`config.mk`:
```
export PLATFORM = sky130hd
export DESIGN_NAME = regmux_skid
export DESIGN_NICKNAME = d
export VERILOG_FILES = /design/src/rtl/regmux_skid.sv
export SDC_FILE = /design/constraint.sdc
export NUM_CORES = 1
export LEC_CHECK = 0
export CORE_AREA = 2 2 132 134
export CTS_CLUSTER_SIZE = 10
export DETAILED_ROUTE_END_ITERATION = 6
export DIE_AREA = 0 0 134 136
export MAX_ROUTING_LAYER = met4
export PLACE_DENSITY = 0.95
export RECOVER_POWER = 100
export SLEW_MARGIN = 20
export SYNTH_ARGS = -nofsm -noshare
export SYNTH_HDL_FRONTEND = slang
export SYNTH_SLANG_ARGS = --single-unit
```
`constraint.sdc`:
```
create_clock -name clk -period 4.7 [get_ports clk]
set_input_delay 0.705 -clock clk [delete_from_list [all_inputs] [get_ports clk]]
set_output_delay 0.705 -clock clk [all_outputs]
set_load 0.02 [all_outputs]
```
`src/rtl/regmux_skid.sv`:
```
// regmux_skid: selects one lane out of NUM_IN flattened input lanes and passes
// the selected beat through a two-entry buffer (output register OUT plus
// skid register SKID). Latency is one cycle, and the block sustains one beat
// per cycle while the output is ready.
//
// Ports:
//   clk       - single clock; all state updates happen on the rising edge
//   reset_n   - synchronous active-low reset
//   in_data   - NUM_IN*WIDTH flattened lanes; lane k = in_data[k*WIDTH +: WIDTH]
//   in_sel    - lane select
//   in_valid  - upstream beat present
//   in_ready  - block can accept a beat (registered)
//   out_data  - selected data (registered)
//   out_valid - out_data holds a beat
//   out_ready - downstream accepts
//   flush     - discard all held beats
//   sel_err   - sticky flag, set when a beat is accepted with in_sel >= NUM_IN
//
// Handshake: a beat moves across an interface on any rising edge where both
// valid and ready are 1. Once valid is raised, the source holds the beat
// stable until that edge. in_ready is a register and never follows
// out_ready combinationally.
module regmux_skid #(
  parameter int WIDTH  = 64,
  parameter int NUM_IN = 4,
  localparam int SEL_W = $clog2(NUM_IN)
) (
  input  logic                    clk,
  input  logic                    reset_n,
  input  logic [NUM_IN*WIDTH-1:0] in_data,
  input  logic [SEL_W-1:0]        in_sel,
  input  logic                    in_valid,
  output logic                    in_ready,
  output logic [WIDTH-1:0]        out_data,
  output logic                    out_valid,
  input  logic                    out_ready,
  input  logic                    flush,
  output logic                    sel_err
);

  logic [WIDTH-1:0] skid_data;
  logic             skid_valid;

  logic             sel_ok;
  logic [WIDTH-1:0] sel_val;
  logic             accept;
  logic             out_free;

  logic [WIDTH-1:0] n_out_data;
  logic             n_out_valid;
  logic [WIDTH-1:0] n_skid_data;
  logic             n_skid_valid;
  logic             n_in_ready;
  logic             n_sel_err;

  // Lane mux. An out-of-range select matches no lane and yields all zeros.
  always_comb begin
    sel_ok  = 1'b0;
    sel_val = '0;
    for (int k = 0; k < NUM_IN; k++) begin
      if (in_sel == SEL_W'(k)) begin
        sel_ok  = 1'b1;
        sel_val = in_data[k*WIDTH +: WIDTH];
      end
    end
  end

  assign accept   = in_valid & in_ready;
  // OUT can take a new value when it is empty or is being drained this cycle.
  assign out_free = ~out_valid | out_ready;

  always_comb begin
    n_out_data   = out_data;
    n_out_valid  = out_valid;
    n_skid_data  = skid_data;
    n_skid_valid = skid_valid;

    if (out_free) begin
      if (skid_valid) begin
        // The older beat in SKID moves up first. Any new beat takes its place.
        n_out_data   = skid_data;
        n_out_valid  = 1'b1;
        n_skid_valid = accept;
        if (accept) begin
          n_skid_data = sel_val;
        end
      end else if (accept) begin
        n_out_data  = sel_val;
        n_out_valid = 1'b1;
      end else begin
        // OUT is drained (or was already empty). out_data keeps its value.
        n_out_valid = 1'b0;
      end
    end else if (accept) begin
      // OUT is stalled. in_ready=1 guarantees that SKID is empty here.
      n_skid_data  = sel_val;
      n_skid_valid = 1'b1;
    end

    // A flush drops everything held, including a beat accepted this cycle.
    // A transfer in the same cycle has already completed downstream.
    if (flush) begin
      n_out_valid  = 1'b0;
      n_skid_valid = 1'b0;
    end

    n_in_ready = ~n_skid_valid;
    // The bad select is recorded even if a flush drops the beat.
    n_sel_err  = sel_err | (accept & ~sel_ok);
  end

  always_ff @(posedge clk) begin
    if (!reset_n) begin
      out_data   <= '0;
      out_valid  <= 1'b0;
      skid_data  <= '0;
      skid_valid <= 1'b0;
      in_ready   <= 1'b1;
      sel_err    <= 1'b0;
    end else begin
      out_data   <= n_out_data;
      out_valid  <= n_out_valid;
      skid_data  <= n_skid_data;
      skid_valid <= n_skid_valid;
      in_ready   <= n_in_ready;
      sel_err    <= n_sel_err;
    end
  end

endmodule
```
Fig. 1: the metal 1 layer
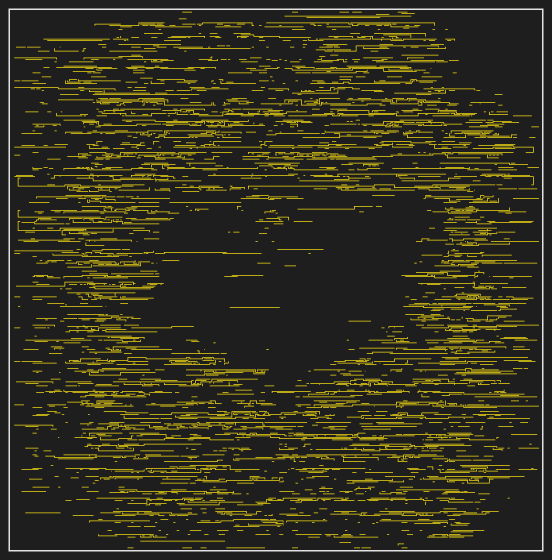
wire length on this layer = 9730 µm
nets with wire on the layer = 1099
share of all routed wire = 38%
main direction = horizontal

Fig. 2: metal 3
Bar = 50 µm.
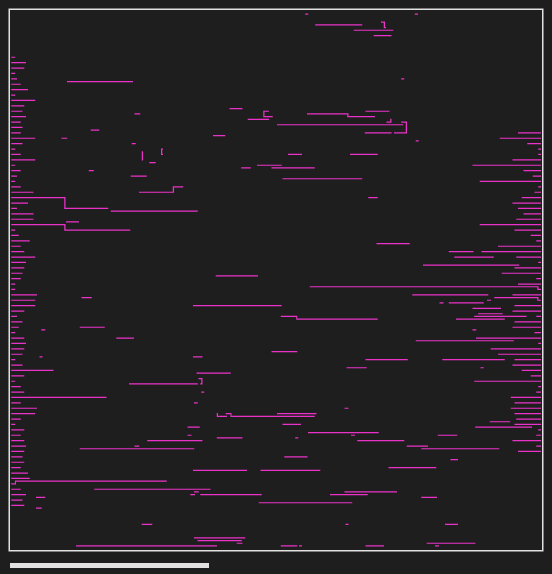
longest straight run = 57.3 µm
main direction = horizontal
share of all routed wire = 6.5%

Fig. 3: cell classes on the final placement
Fill, decap, tap and diode cells in grey.
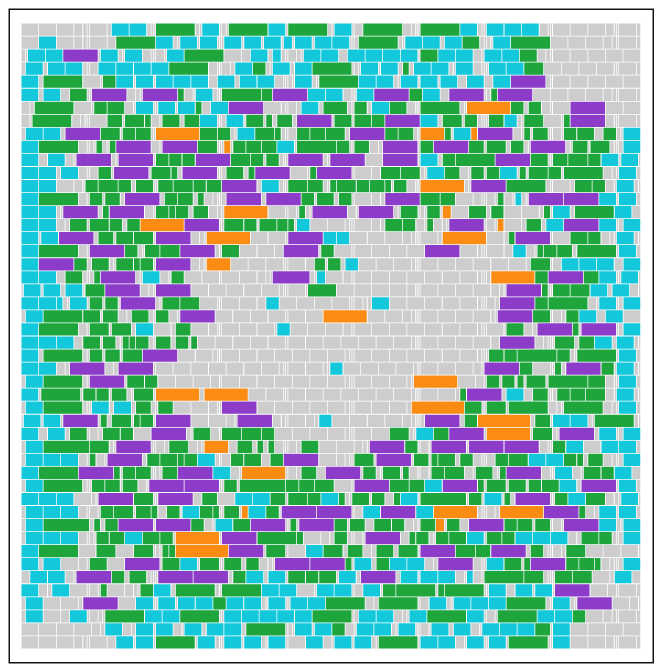
clock drivers and dummy loads -> orange  # cells 29
flip-flops -> purple  # cells 132
other buffers and delay cells -> cyan  # cells 342
all other logic -> green  # cells 460

Fig. 4: routed metal per tile
Bar = 50 µm. 27 x 27 tiles, from dark blue (low) to red (high), scaled to the fullest tile. Values are wire area over tile area, all layers added.
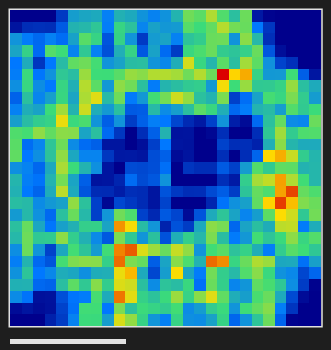
fullest tile = 0.64
tiles over half the peak = 26%
densest ninth of the die = south
emptiest ninth of the die = centre

sequential cells by signal (all words and copies together), names as in the netlist:
register and flops:
in_ready 1, out_data 64, out_valid 1, sel_err 1, skid_data 64, skid_valid 1
power breakdown:
part | internal (W) | total [W] | switching (W) | leakage, nW
combinational | 0.000453 | 0.000773 | 0.000320 | 3.19
sequential | 0.00118 | 0.00121 | 0.0000319 | 1.08
clock | 0.000866 | 0.00133 | 0.000462 | 0.286
total | 0.00250 | 0.00331 | 0.000814 | 4.55
cells in the mapped netlist (all sizes together) (3+ instances only):
library cell	count
and2	3
buf	21
clkbuf	71
dfxtp	132
inv	65
mux2	64
mux4	64
o2111ai	64
o211a	64
o21bai	64
o31ai	64
worst max-delay path by stage:
| stage | start | end | slack, ps | cells past startpoint |
|---|---|---|---|---|
| finish | skid_valid | skid_data[6] | 1260 | 3 |
| floorplan | in_sel[1] | out_data[10] | 2560 | 5 |
| detailed placement | in_sel[1] | out_data[37] | 1770 | 5 |
| global placement | in_sel[1] | out_data[46] | 1840 | 5 |
| global route | skid_valid | skid_data[14] | 1020 | 3 |
| CTS | skid_valid | skid_data[35] | 2180 | 3 |
cell families (layout without fill, tap and decap cells):
| group | Yosys count | in the layout | share of synthesized area [%] |
|---|---|---|---|
| mux | 128 | 128 | 27.89 |
| compound gates | 259 | 259 | 27.97 |
| buf+inv | 158 | 436 | 9.651 |
| simple gates | 7 | 7 | 0.4970 |
| flops | 132 | 132 | 33.86 |
| fa+ha+maj | 1 | 1 | 0.1283 |
| other cells | 0 | 1 | 0 |
placed cells by master (no fill, tap or decap):
cell type,n
clkdlybuf4s50_1,258
dfxtp_1,131
dlygate4sd3_1,68
mux2_2,64
o21bai_1,64
o211a_1,64
inv_1,64
o2111ai_1,64
o31ai_1,64
mux4_2,60
clkbuf_16,17
buf_4,10
clkbuf_1,7
mux4_1,4
bufinv_16,3
clkbuf_8,3
clkinv_2,2
clkbuf_2,2
diode_2,1
nor2b_4,1
a21oi_4,1
or2_2,1
inv_2,1
and2_2,1
o21a_1,1
nor2_1,1
maj3_1,1
nand2_1,1
o31a_1,1
and2_1,1
and2_0,1
buf_2,1
dfxtp_2,1
per-stage QoR:
stage                     util [%]  hold slack (ps)  total power [W]  setup WS [ps]  area, µm²
after detailed placement     65.08            453.0         0.002020           1772      10980
after CTS                    68.53            460.6         0.003349           2181      11560
after global placement       65.08            444.5         0.002000           1840      10980
final                        68.42            457.2         0.003313           1256      11550
after global routing         68.42            474.6         0.003439           1016      11550
after floorplan                  -            437.7         0.001631           2565       7805
routing by layer:
metal | vias up | share of wire (%) | global-route usage (%)
li1 | 3252 | - | -
met1 | 3538 | 38 | 32.41
met2 | 330 | 53 | 49.29
met3 | 65 | 6.5 | 6.450
met4 | 0 | 2.9 | 12.23
met5 | - | 0 | -
worst max-delay path, delay by kind of cell (launching register included):
kind	cells	cell delay, ps
flops	1	1470
buf+inv	1	550
compound gates	2	1270
area by class of cell:
type | instances | share of cell area, %
multi-input combinational | 395 | 38.36
timing repair buffer | 342 | 29.14
sequential | 132 | 22.90
clock buffer | 24 | 4.172
tap | 225 | 2.438
inverter | 65 | 2.113
clock inverter | 5 | 0.8668
antenna | 1 | 0.02167
==> impl_metrics.toml <==
# flow metrics
[timing]
slew_headroom_pct = -13.57
fin_skew_ps = 7.423
fin_tns_setup_ps = 0
hold_violations = 0
fin_crit_ps = 3444
maxSlewViolCount = 144
max_slew.worst_pin.slew_ps = 1704

[floorplanning]
io_pins = 330
fp_util_pct = 46.25
chipArea_mm2 = 0.01822
fp.dieW_um = 134

[yosys]
synth_nets = 948
edf_count = 0
syn_area_mm2 = 0.007805
ys_types = 25
syn_area_per_cell_um2 = 11.39
synth_seq_share_pct = 33.86
yosys_area_mm2 = 0.007805
syn_inst = 685
ys.warnings.count = 0
ys_cells = 685
synthTopCellsByArea = "dfxtp_1, mux4_2, mux2_2"

[cts]
ctsResizeCount = 0
cts-root-buf = "clkbuf_16"
cts_tree = "built"
htreeDepth = 4
clkLatencyLatePin_ps = 410
clock-sinks = 132
ctsLongestPathBuffers = 2

[job]
warning_count = 26
cap_violations = 2

[global_route]
grt_pass1_wl_um = 39790
track_usage_pct = 28.74
antenna_found_initial = 1
grt_overflow_total = 0
grt_max_degree = 79
grt_pass1_vias = 7552

[critical_path]
setup.worst_path.class = "flip-flop to flip-flop"
arrival_ps = 3720
timing.rr.start = "skid_valid"
rr_worst_depth = 3
worstPathCellList = "o21a_1 > buf_4 > o31ai_1"
crit_fanout = 78
r2r-end = "skid_data[6]"
ff2ff_setup_slack_ps = 1260
end_kind = "flip-flop"

[run_status]
violations = "max-capacitance violations, max-slew violations"
status = "finished, violations left"

[detailed_routing]
wire_per_inst_um = 21.54
ant_nets = 0
vias_per_cell = 6.043
wirelength_um = 25610
first_pass_iters = 5

[min_path]
min_from = "skid_data[45]"
whs_endpoint = "skid_data[45]"
holdPathStages = 2

[layout]
final_cells = 1189
seqCellArea_mm2 = 0.002644
fill_cells = 1205
nets = 1216
comb_area_mm2 = 0.004429
syn_to_final_growth_pct = 47.95

[power]
cellPowerDensity_mw_per_mm2 = 286.9
peakVddDrop_mv = 0.2454
power.leakage_nw = 4.555

[place]
place_congestion = 0.8100
dpl.cell_count = 1159
port_buffers = 329
Power is estimated from default activity; no workload was simulated.
